### src/rtl/main_ram_arbiter_if.sv
// Bus bundle between the two requesters, the arbiter and the asynchronous main RAM.
interface main_ram_arbiter_if #(
    parameter int WIDTH      = 8,
    parameter int ADDR_WIDTH = 20
);
    // Requester side
    logic                  req0;
    logic                  req1;
    logic                  we0;
    logic                  we1;
    logic [ADDR_WIDTH-1:0] addr0;
    logic [ADDR_WIDTH-1:0] addr1;
    logic [WIDTH-1:0]      wdata0;
    logic [WIDTH-1:0]      wdata1;
    logic                  ack0;
    logic                  ack1;
    logic [WIDTH-1:0]      rdata0;
    logic [WIDTH-1:0]      rdata1;
    logic                  busy;
    // RAM side
    logic                  ram_cs_n;
    logic                  ram_oe_n;
    logic                  ram_w_n;
    logic [ADDR_WIDTH-1:0] ram_addr;
    logic [WIDTH-1:0]      ram_wdata;
    logic [WIDTH-1:0]      ram_rdata;

    // Arbiter view
    modport slave (
        input  req0, req1, we0, we1, addr0, addr1, wdata0, wdata1, ram_rdata,
        output ack0, ack1, rdata0, rdata1, busy,
               ram_cs_n, ram_oe_n, ram_w_n, ram_addr, ram_wdata
    );

    // Requester view
    modport master (
        output req0, req1, we0, we1, addr0, addr1, wdata0, wdata1,
        input  ack0, ack1, rdata0, rdata1, busy
    );

    // RAM device view
    modport ram (
        input  ram_cs_n, ram_oe_n, ram_w_n, ram_addr, ram_wdata,
        output ram_rdata
    );
endinterface

### src/rtl/main_ram_arbiter.sv
// Round-robin arbiter sharing the asynchronous main RAM between the CPU (port 0)
// and DMA/video (port 1), sequencing _cs/_oe/_w with fixed setup/pulse/hold cycles.
module main_ram_arbiter #(
    parameter int WIDTH       = 8,
    parameter int ADDR_WIDTH  = 20,
    parameter int READ_WAIT   = 2,
    parameter int WRITE_PULSE = 1
) (
    input  logic              clk,
    input  logic              _reset,
    main_ram_arbiter_if.slave bus
);
    localparam int CNT_MAX = (READ_WAIT > WRITE_PULSE) ? READ_WAIT : WRITE_PULSE;
    localparam int CNT_W   = $clog2(CNT_MAX + 1);

    typedef enum logic [2:0] {
        IDLE,
        SETUP,
        WSTROBE,
        WHOLD,
        RWAIT,
        RDONE
    } state_t;

    state_t                state_q, state_d;
    logic [CNT_W-1:0]      cnt_q, cnt_d;
    logic                  ptr_q, ptr_d;
    logic                  port_q, port_d;
    logic                  we_q, we_d;
    logic [ADDR_WIDTH-1:0] addr_q, addr_d;
    logic [WIDTH-1:0]      wdata_q, wdata_d;
    logic [WIDTH-1:0]      rdata0_q, rdata0_d;
    logic [WIDTH-1:0]      rdata1_q, rdata1_d;
    logic                  cs_n_q, cs_n_d;
    logic                  oe_n_q, oe_n_d;
    logic                  w_n_q, w_n_d;
    logic                  ack0_q, ack0_d;
    logic                  ack1_q, ack1_d;
    logic                  busy_q, busy_d;
    logic                  grant_port;

    // Next-state: arbitration in IDLE, strobe sequencing, read-data capture
    always_comb begin
        state_d    = state_q;
        cnt_d      = cnt_q;
        ptr_d      = ptr_q;
        port_d     = port_q;
        we_d       = we_q;
        addr_d     = addr_q;
        wdata_d    = wdata_q;
        rdata0_d   = rdata0_q;
        rdata1_d   = rdata1_q;
        grant_port = 1'b0;
        case (state_q)
            IDLE: begin
                if (bus.req0 || bus.req1) begin
                    grant_port = (bus.req0 && bus.req1) ? ptr_q : bus.req1;
                    port_d     = grant_port;
                    ptr_d      = ~grant_port;
                    we_d       = grant_port ? bus.we1 : bus.we0;
                    addr_d     = grant_port ? bus.addr1 : bus.addr0;
                    wdata_d    = grant_port ? bus.wdata1 : bus.wdata0;
                    state_d    = SETUP;
                end
            end
            SETUP: begin
                if (we_q) begin
                    state_d = WSTROBE;
                    cnt_d   = CNT_W'(WRITE_PULSE - 1);
                end else begin
                    state_d = RWAIT;
                    cnt_d   = CNT_W'(READ_WAIT - 1);
                end
            end
            WSTROBE: begin
                if (cnt_q == '0) begin
                    state_d = WHOLD;
                end else begin
                    cnt_d = cnt_q - CNT_W'(1);
                end
            end
            RWAIT: begin
                if (cnt_q == '0) begin
                    state_d = RDONE;
                    if (port_q) begin
                        rdata1_d = bus.ram_rdata;
                    end else begin
                        rdata0_d = bus.ram_rdata;
                    end
                end else begin
                    cnt_d = cnt_q - CNT_W'(1);
                end
            end
            WHOLD:   state_d = IDLE;
            RDONE:   state_d = IDLE;
            default: state_d = IDLE;
        endcase
    end

    // Output decode from the next state so every output leaves a register
    always_comb begin
        cs_n_d = (state_d == IDLE) || (state_d == RDONE);
        oe_n_d = !(((state_d == SETUP) && !we_d) || (state_d == RWAIT));
        w_n_d  = (state_d != WSTROBE);
        ack0_d = ((state_d == WHOLD) || (state_d == RDONE)) && !port_d;
        ack1_d = ((state_d == WHOLD) || (state_d == RDONE)) && port_d;
        busy_d = (state_d != IDLE);
    end

    // State and output registers with synchronous active-low reset
    always_ff @(posedge clk) begin
        if (!_reset) begin
            state_q  <= IDLE;
            cnt_q    <= '0;
            ptr_q    <= 1'b0;
            port_q   <= 1'b0;
            we_q     <= 1'b0;
            addr_q   <= '0;
            wdata_q  <= '0;
            rdata0_q <= '0;
            rdata1_q <= '0;
            cs_n_q   <= 1'b1;
            oe_n_q   <= 1'b1;
            w_n_q    <= 1'b1;
            ack0_q   <= 1'b0;
            ack1_q   <= 1'b0;
            busy_q   <= 1'b0;
        end else begin
            state_q  <= state_d;
            cnt_q    <= cnt_d;
            ptr_q    <= ptr_d;
            port_q   <= port_d;
            we_q     <= we_d;
            addr_q   <= addr_d;
            wdata_q  <= wdata_d;
            rdata0_q <= rdata0_d;
            rdata1_q <= rdata1_d;
            cs_n_q   <= cs_n_d;
            oe_n_q   <= oe_n_d;
            w_n_q    <= w_n_d;
            ack0_q   <= ack0_d;
            ack1_q   <= ack1_d;
            busy_q   <= busy_d;
        end
    end

    assign bus.ack0      = ack0_q;
    assign bus.ack1      = ack1_q;
    assign bus.rdata0    = rdata0_q;
    assign bus.rdata1    = rdata1_q;
    assign bus.busy      = busy_q;
    assign bus.ram_cs_n  = cs_n_q;
    assign bus.ram_oe_n  = oe_n_q;
    assign bus.ram_w_n   = w_n_q;
    assign bus.ram_addr  = addr_q;
    assign bus.ram_wdata = wdata_q;
endmodule

### src/flat_wrapper.sv
// flat-port wrapper written by rule: the top's interface ports become plain ports
module main_ram_arbiter_flat 
#(
    parameter int WIDTH       = 8,
    parameter int ADDR_WIDTH  = 20,
    parameter int READ_WAIT   = 2,
    parameter int WRITE_PULSE = 1
)
  (clk, _reset, bus_req0, bus_req1, bus_we0, bus_we1, bus_addr0, bus_addr1, bus_wdata0, bus_wdata1, bus_ram_rdata, bus_ack0, bus_ack1, bus_rdata0, bus_rdata1, bus_busy, bus_ram_cs_n, bus_ram_oe_n, bus_ram_w_n, bus_ram_addr, bus_ram_wdata);
  main_ram_arbiter_if #(.WIDTH(WIDTH), .ADDR_WIDTH(ADDR_WIDTH)) bus_i ();
  input  logic clk;
  input  logic _reset;
  input wire logic [$bits(bus_i.req0)-1:0] bus_req0;
  input wire logic [$bits(bus_i.req1)-1:0] bus_req1;
  input wire logic [$bits(bus_i.we0)-1:0] bus_we0;
  input wire logic [$bits(bus_i.we1)-1:0] bus_we1;
  input wire logic [$bits(bus_i.addr0)-1:0] bus_addr0;
  input wire logic [$bits(bus_i.addr1)-1:0] bus_addr1;
  input wire logic [$bits(bus_i.wdata0)-1:0] bus_wdata0;
  input wire logic [$bits(bus_i.wdata1)-1:0] bus_wdata1;
  input wire logic [$bits(bus_i.ram_rdata)-1:0] bus_ram_rdata;
  output wire logic [$bits(bus_i.ack0)-1:0] bus_ack0;
  output wire logic [$bits(bus_i.ack1)-1:0] bus_ack1;
  output wire logic [$bits(bus_i.rdata0)-1:0] bus_rdata0;
  output wire logic [$bits(bus_i.rdata1)-1:0] bus_rdata1;
  output wire logic [$bits(bus_i.busy)-1:0] bus_busy;
  output wire logic [$bits(bus_i.ram_cs_n)-1:0] bus_ram_cs_n;
  output wire logic [$bits(bus_i.ram_oe_n)-1:0] bus_ram_oe_n;
  output wire logic [$bits(bus_i.ram_w_n)-1:0] bus_ram_w_n;
  output wire logic [$bits(bus_i.ram_addr)-1:0] bus_ram_addr;
  output wire logic [$bits(bus_i.ram_wdata)-1:0] bus_ram_wdata;
  assign bus_i.req0 = bus_req0;
  assign bus_i.req1 = bus_req1;
  assign bus_i.we0 = bus_we0;
  assign bus_i.we1 = bus_we1;
  assign bus_i.addr0 = bus_addr0;
  assign bus_i.addr1 = bus_addr1;
  assign bus_i.wdata0 = bus_wdata0;
  assign bus_i.wdata1 = bus_wdata1;
  assign bus_i.ram_rdata = bus_ram_rdata;
  assign bus_ack0 = bus_i.ack0;
  assign bus_ack1 = bus_i.ack1;
  assign bus_rdata0 = bus_i.rdata0;
  assign bus_rdata1 = bus_i.rdata1;
  assign bus_busy = bus_i.busy;
  assign bus_ram_cs_n = bus_i.ram_cs_n;
  assign bus_ram_oe_n = bus_i.ram_oe_n;
  assign bus_ram_w_n = bus_i.ram_w_n;
  assign bus_ram_addr = bus_i.ram_addr;
  assign bus_ram_wdata = bus_i.ram_wdata;
  main_ram_arbiter #(.WIDTH(WIDTH), .ADDR_WIDTH(ADDR_WIDTH), .READ_WAIT(READ_WAIT), .WRITE_PULSE(WRITE_PULSE)) u_core (.clk(clk), ._reset(_reset), .bus(bus_i));
endmodule
### config.mk
export PLATFORM = sky130hd
export DESIGN_NAME = main_ram_arbiter_flat
export DESIGN_NICKNAME = d
export VERILOG_FILES = /design/src/rtl/main_ram_arbiter_if.sv /design/src/rtl/main_ram_arbiter.sv /design/src/flat_wrapper.sv
export SDC_FILE = /design/constraint.sdc
export NUM_CORES = 1
export LEC_CHECK = 0
export ABC_CLOCK_PERIOD_IN_PS = 1900
export CORE_MARGIN = 1.5
export CORE_UTILIZATION = 42
export CTS_BUF_LIST = sky130_fd_sc_hd__clkbuf_4
export DETAILED_ROUTE_END_ITERATION = 10
export PLACE_DENSITY = 0.87
export SLEW_MARGIN = 20
export SYNTH_ARGS = -nofsm -noshare
export SYNTH_HDL_FRONTEND = slang
export SYNTH_SLANG_ARGS = --single-unit
### constraint.sdc
create_clock -name clk -period 1.9 [get_ports clk]
set_input_delay 0.38 -clock clk [delete_from_list [all_inputs] [get_ports clk]]
set_output_delay 0.38 -clock clk [all_outputs]
set_load 0.05 [all_outputs]
### Zoomed window

Window x 20 to 60, y 35 to 75 µm. Cells in grey, sequential cells in the stronger grey; small squares are vias.
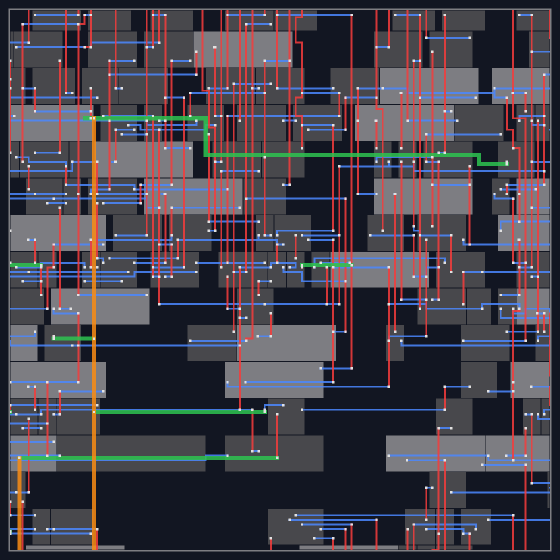
| colour | layer |
|---|---|
| blue | metal 1 |
| green | metal 3 |
| red | metal 2 |
| orange | metal 4 |
sequential cells in the window: 17
cells with their middle in the window: 100
netlist names of flops here include: u_core.bus.ram_wdata (7), u_core.bus.rdata0 (4), u_core.bus.rdata1 (3)
most frequent: nor2_1 (19), dfxtp_1 (17), clkdlybuf4s50_1 (15)

### Gate-type map

Scale: 6 px per µm.
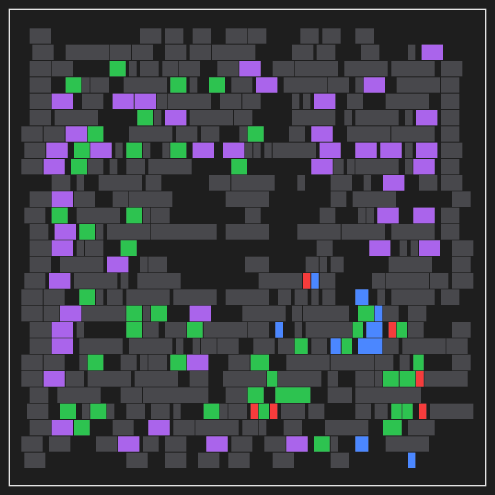
| colour | family | cells | most used |
|---|---|---|---|
| purple | multiplexers | 44 | mux2i_1 |
| red | inverters | 6 | inv_1 |
| green | inverting AOI/OAI gates | 44 | a211oi_1 |
| blue | NAND gates | 9 | nand2_1 |
fin cells: 447
most frequent logic cell in the layout: clkdlybuf4s50_1
Comb/total area: 30.26%

==> results_slide.txt <==
Implementation Results

Pwr
  • Combinational Power Share: 41.8%
  • Int Pwr: roughly 2.8 mW
  • Power share of the sequential group: 34.4%
  • Power share of the clock group: 23.8%
  • Net Sw Power: 1.848 mW
  • Leak pwr: 1.809 nW
  • Power Total: 4.648 mW
  • Cell Pwr Density: 1211 mW/mm²
  • Sw Ratio: approximately 40%

Worst setup path
  • Critical path peak fanout: 29
  • Critical-path cell list: or3_4 -> nor2_4 -> buf_12 -> buf_12 -> nor2_1 -> a211oi_1
  • Worst path depth: 6
  • End of the critical path: u_core.bus.ram_addr[19]$_SDFFE_PN0P_
  • Top cell by count, worst path: buf_12
  • CP required: roughly 2.2 ns
  • Worst r2r src: u_core.state_q[2]$_SDFF_PN0_
  • Worst r2r path cells: 6
  • WP buf/inv: 2
  • RR Endpoint: u_core.bus.ram_addr[19]$_SDFFE_PN0P_

Synthesis
  • Post-synth cell types: 36
  • Dominant flop cell: dfxtp_1
  • Avg Synthesized Cell Area: 9.739 µm²
  • Ys Warns: 0
  • Post-synth EDFFs: 0
  • Synth area leaders: dfxtp_1, mux2i_1, a211oi_1
  • # Cells Yosys: 250
  • Post-Syn Area: 0.002435 mm²
  • Area leader share: 47.69%
  • YS chip area: 0.002435 mm²
  • Syn Nets: 321
  • Registers, synthesis: ~58
  • Share of flip-flops with an asynchronous set or reset: 0%
  • Mapped Cells: between 200 and 300

Layout
  • # clk buffers: 9
  • Inverters: 6
  • Non-clock buffer share: 31.92%
  • Fillers: 489
  • Comb area: between 0.001 and 0.0015 mm²
  • Max FFs per register: 20
  • Comb_multi_in: 167
  • Util after Layout: between 60 and 70%
  • Top cells excl fill/tap: clkdlybuf4s50_1, dfxtp_1, nor2_1
  • Max-area cell class: non-clock buffers
  • Antenna Cells: 0
  • Sequential cell area share: 30.32%

Detailed routing
  • Final wirelength: 6435 µm
  • Wire length on met2: 3271 µm
  • DR WL met3: 490 µm
  • Via/cell ratio: 5.002
  • Post-route ant nets: 0
  • M1 WL: ~2600 µm
  • 1st-iter DRT viols: 70

Min path
  • Hold Crit Depth: 2
  • WHS Endpoint: u_core.bus.ram_addr[4]$_SDFFE_PN0P_
  • Worst Hold Launch: u_core.bus.ram_addr[4]$_SDFFE_PN0P_

Global routing
  • Largest net degree at the start of global routing: 48
  • Gr ovfl total: 0
  • Vias in the first global route: 2236
  • Grt met1 use: 22.95%
  • Met3 GRT Util: 9.540%
  • Initial antenna violation count: 0
  • GRT Overall Usage: 21.88%

Final timing
  • Hold Vio Cnt, Final: 0
  • Finish-stage setup viols: 0
  • Fin Setup TNS: 0 ns
  • Hold_ws: 0.4970 ns
  • Setup ws final: ~0.16 ns
  • RSZ-0062 raised after global routing: false
  • FMAX: 0.5762 GHz
  • Tightest Pin Transition: 0.5423 ns
  • Worst clock skew: around 0.0060 ns
  • Cycle use final: approximately 90%
  • Min cycle time layout: 1.735 ns

Die
  • Die Area: 0.006263 mm²
  • IO Pins: about 120
  • Die H: 79.14 µm
  • Initial Utilization: between 40% and 50%
  • CORE AREA: 0.005540 mm²
  • # rows: 27

Clock tree
  • Hold buffer count at CTS: 0
  • Clock Tree Buf Depth: 2
  • Clock root buffer master: clkbuf_4
  • CTS-repair resized insts: between 40 and 50
  • Num Clock Sinks: 58
  • CTS clk-pin slew, worst paths: roughly 0.10 ns
  • Num CTS Buffers: 9

Place
  • Number of port buffers: 119
  • Detailed placement HPWL: 4694 µm
  • Placement Setup Slack: -0.009550 ns

Outcome
  • Status: completed

Job
  • Max-cap violations: 0
  • Tool warning count: 26
[cells by family after synthesis]
group | after synthesis | share of synthesized area (%)
flip-flops | 58 | 47.69
XOR/XNOR | 1 | 0.3598
AND-OR/OR-AND | 48 | 14.29
multiplexers | 44 | 18.09
AND/OR/NAND/NOR | 73 | 13.98
buffers and inverters | 25 | 5.087
adder cells (fa/ha/maj) | 1 | 0.5138
[power by group through the flow]
stage                     sequential [mW]  clock [mW]  combinational (mW)
final                                1.60        1.10                1.94
after global routing                 1.63        1.20                2.08
after CTS                            1.60        1.13                1.96
after detailed placement             1.63           0                2.06
after global placement               1.62           0                2.01
after floorplan                      2.25           0               0.711
Power figures rest on the tool's default switching activity, not on a simulated workload.
